Cells by drive strength:
Drawn at 6 px/um.
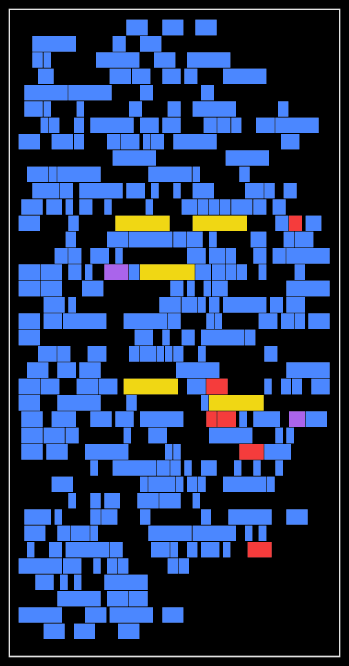
Pin placement:
Drawn at 6 px/um. Pins as bars across the die edge, other pins in grey.
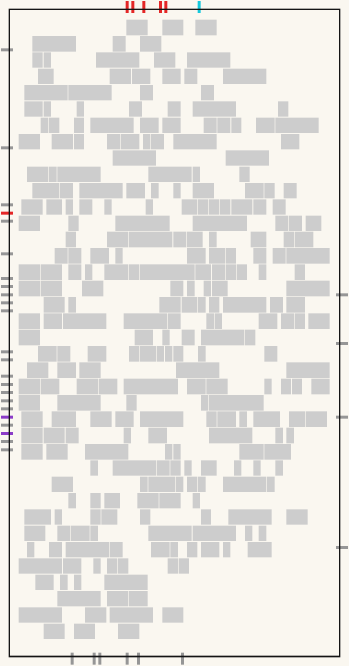
Selected gate families:
Drawn at 6 px/um.
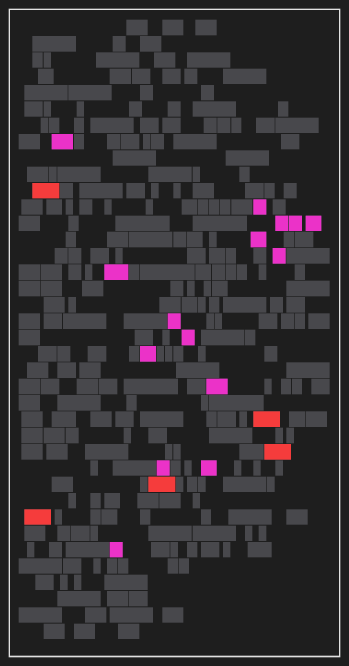
Cell placement:
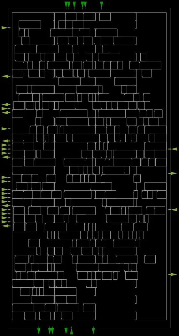
`src/rtl/alarm_controller.sv`:
```
// Alarm stage fed by the time-of-day counter: stores an HH:MM alarm time and
// rings, snoozes or times out according to edge-detected user requests.
module alarm_controller #(
  parameter int unsigned RING_SECONDS   = 60,
  parameter int unsigned SNOOZE_MINUTES = 5
) (
  input  logic       clk,
  input  logic       reset,
  input  logic [5:0] sec_in,
  input  logic [5:0] min_in,
  input  logic [4:0] hour_in,
  input  logic       enable,
  input  logic [1:0] set_select,
  input  logic       set_inc,
  input  logic       snooze,
  input  logic       dismiss,
  output logic [5:0] alarm_min,
  output logic [4:0] alarm_hour,
  output logic       ringing,
  output logic       snoozing,
  output logic       buzzer
);

  localparam int unsigned SNZ_TICKS = SNOOZE_MINUTES * 60;
  localparam int unsigned RW        = $clog2(RING_SECONDS + 1);
  localparam int unsigned SW        = $clog2(SNZ_TICKS + 1);

  localparam logic [RW-1:0] RING_LAST = RW'(RING_SECONDS - 1);
  localparam logic [SW-1:0] SNZ_LOAD  = SW'(SNZ_TICKS);

  localparam logic [1:0] IDLE    = 2'd0;
  localparam logic [1:0] RINGING = 2'd1;
  localparam logic [1:0] SNOOZE  = 2'd2;

  logic [1:0]    state, state_nxt;
  logic [RW-1:0] ring_cnt, ring_cnt_nxt;
  logic [SW-1:0] snz_cnt, snz_cnt_nxt;

  logic       set_inc_prev, snooze_prev, dismiss_prev;
  logic [5:0] sec_prev;
  logic       match_prev;

  logic set_inc_pulse, snooze_pulse, dismiss_pulse;
  logic sec_tick, match, match_rise;

  assign set_inc_pulse = set_inc & ~set_inc_prev;
  assign snooze_pulse  = snooze  & ~snooze_prev;
  assign dismiss_pulse = dismiss & ~dismiss_prev;
  assign sec_tick      = (sec_in != sec_prev);
  assign match         = (hour_in == alarm_hour) && (min_in == alarm_min) && (sec_in == '0);
  assign match_rise    = match & ~match_prev;

  assign ringing  = (state == RINGING);
  assign snoozing = (state == SNOOZE);

  // Priority: ~enable > dismiss > snooze > tick/timeout.
  always_comb begin
    state_nxt    = state;
    ring_cnt_nxt = ring_cnt;
    snz_cnt_nxt  = snz_cnt;
    case (state)
      IDLE: begin
        if (enable && match_rise) begin
          state_nxt    = RINGING;
          ring_cnt_nxt = '0;
        end
      end
      RINGING: begin
        if (!enable || dismiss_pulse) begin
          state_nxt = IDLE;
        end else if (snooze_pulse) begin
          state_nxt   = SNOOZE;
          snz_cnt_nxt = SNZ_LOAD;
        end else if (sec_tick) begin
          if (ring_cnt == RING_LAST) state_nxt = IDLE;
          else ring_cnt_nxt = ring_cnt + 1'b1;
        end
      end
      SNOOZE: begin
        if (!enable || dismiss_pulse) begin
          state_nxt = IDLE;
        end else if (sec_tick) begin
          if (snz_cnt == SW'(1)) begin
            state_nxt    = RINGING;
            ring_cnt_nxt = '0;
          end else begin
            snz_cnt_nxt = snz_cnt - 1'b1;
          end
        end
      end
      default: state_nxt = IDLE;
    endcase
  end

  always_ff @(posedge clk) begin
    if (reset) begin
      state        <= IDLE;
      ring_cnt     <= '0;
      snz_cnt      <= '0;
      set_inc_prev <= 1'b0;
      snooze_prev  <= 1'b0;
      dismiss_prev <= 1'b0;
      sec_prev     <= '0;
      match_prev   <= 1'b1;
      alarm_min    <= '0;
      alarm_hour   <= '0;
      buzzer       <= 1'b0;
    end else begin
      state        <= state_nxt;
      ring_cnt     <= ring_cnt_nxt;
      snz_cnt      <= snz_cnt_nxt;
      set_inc_prev <= set_inc;
      snooze_prev  <= snooze;
      dismiss_prev <= dismiss;
      sec_prev     <= sec_in;
      match_prev   <= match;
      buzzer       <= (state == RINGING) && !sec_in[0];
      if (set_inc_pulse) begin
        case (set_select)
          2'd1:    alarm_min  <= (alarm_min == 6'd59) ? '0 : alarm_min + 6'd1;
          2'd2:    alarm_hour <= (alarm_hour == 5'd23) ? '0 : alarm_hour + 5'd1;
          default: ;
        endcase
      end
    end
  end

endmodule

```
`config.mk`:
```
export PLATFORM = sky130hd
export DESIGN_NAME = alarm_controller
export DESIGN_NICKNAME = d
export VERILOG_FILES = /design/src/rtl/alarm_controller.sv
export SDC_FILE = /design/constraint.sdc
export NUM_CORES = 1
export LEC_CHECK = 0
export CAP_MARGIN = 15
export CORE_ASPECT_RATIO = 2
export CORE_MARGIN = 1
export CORE_UTILIZATION = 36
export CTS_BUF_LIST = sky130_fd_sc_hd__clkbuf_16
export DETAILED_ROUTE_END_ITERATION = 16
export PLACE_DENSITY_LB_ADDON = 0.12
export SLEW_MARGIN = 20
export SYNTH_ARGS = -nofsm -noshare
export SYNTH_HDL_FRONTEND = slang
export SYNTH_SLANG_ARGS = --single-unit
```
`constraint.sdc`:
```
create_clock -name clk -period 5.2 [get_ports clk]
set_input_delay 1.04 -clock clk [delete_from_list [all_inputs] [get_ports clk]]
set_output_delay 1.04 -clock clk [all_outputs]
set_load 0.02 [all_outputs]
```
==> impl_metrics.tcl <==
# flow metrics
set metrics [dict create \
    clock-sinks 39 \
    hold_violations 0 \
    clk_pin_slew_ns 0.06 \
    grt_start_max_net_pins 34 \
    netlist-cell-type-count 43 \
    wl_per_cell_um 14.8 \
    path_depth 7 \
    critPathLaunch "sec_in[0]" \
    cts_buffers 5 \
    routedLengthMet1_um 1880 \
    start_kind "input pin" \
    status "finished clean" \
    area_leaders "dfxtp_1 39%, xnor2_1 9.6%, nor2_1 4.5%" \
    cpLargestDelayFamily "simple AND/OR/NAND/NOR gates" \
    edf_count 0 \
    fin_worst_skew_ns 0.00639 \
    stdcell_count 339 \
    synth-async-reset-ratio 0 \
    irDropWorstVdd_mv 0.217 \
    cpPeakStageDelay_ns 0.56 \
]
-- 'cells by drive strength' (at the start) --
legend:
  _2 cells:
    colour: red
    cells: 6
    share: 2.2%
    most_used: mux2_2
  _3 and _4 cells:
    colour: purple
    cells: 2
    share: 0.72%
  _6 and larger:
    colour: yellow
    cells: 5
    share: 1.8%
    most_used: clkbuf_16
  _0 and _1 cells:
    colour: blue
    cells: 266
    share: 95%
    most_used: dfxtp_1

-- 'pin placement' (at the start) --
legend:
  snooze:
    colour: cyan
    pins: 1
    direction: input
    edge: top
  set_select:
    colour: purple
    pins: 2
    direction: input
    edge: left
  sec_in:
    colour: red
    pins: 6
    direction: input
    edge: 5 top, 1 left

-- 'selected gate families' (at the start) --
legend:
  AND and OR gates:
    colour: magenta
    cells: 15
  adder and majority cells:
    colour: red
    cells: 5

-- 'cell placement' (at the start) --
flop share of the area: 0.301
Rows: 38
Core Util, Final: 0.483
number of filler cells placed in the layout: 538
n_taps: 60

==> flip-flops by register name, indices dropped and copies added, names as in the netlist <==
register,flops
state,2
ring_cnt,6
buzzer,1
sec_prev,6
alarm_hour,5
set_inc_prev,1
match_prev,1
snooze_prev,1
snz_cnt,9
dismiss_prev,1
alarm_min,6
==> worst min-delay path, stage by stage (launching register included) <==
cell	delay (ns)
dfxtp_1	0.32
nand2_1	0.06
mux2i_1	0.06
==> area by class of cell <==
type	count	area [um2]
inverter	15	56.3
clock inverter	3	12.5
sequential	39	781
fill	538	2780
multi-input combinational	178	1160
tap	60	75.1
clock buffer	5	125
timing repair buffer	39	388
==> power by group <==
group          switching [uW]  internal [uW]  total, uW
combinational            25.6           30.9       56.5
sequential               3.24            304        307
clock                     115            173        288
total                     144            508        652
Power and IR drop assume default switching activity.
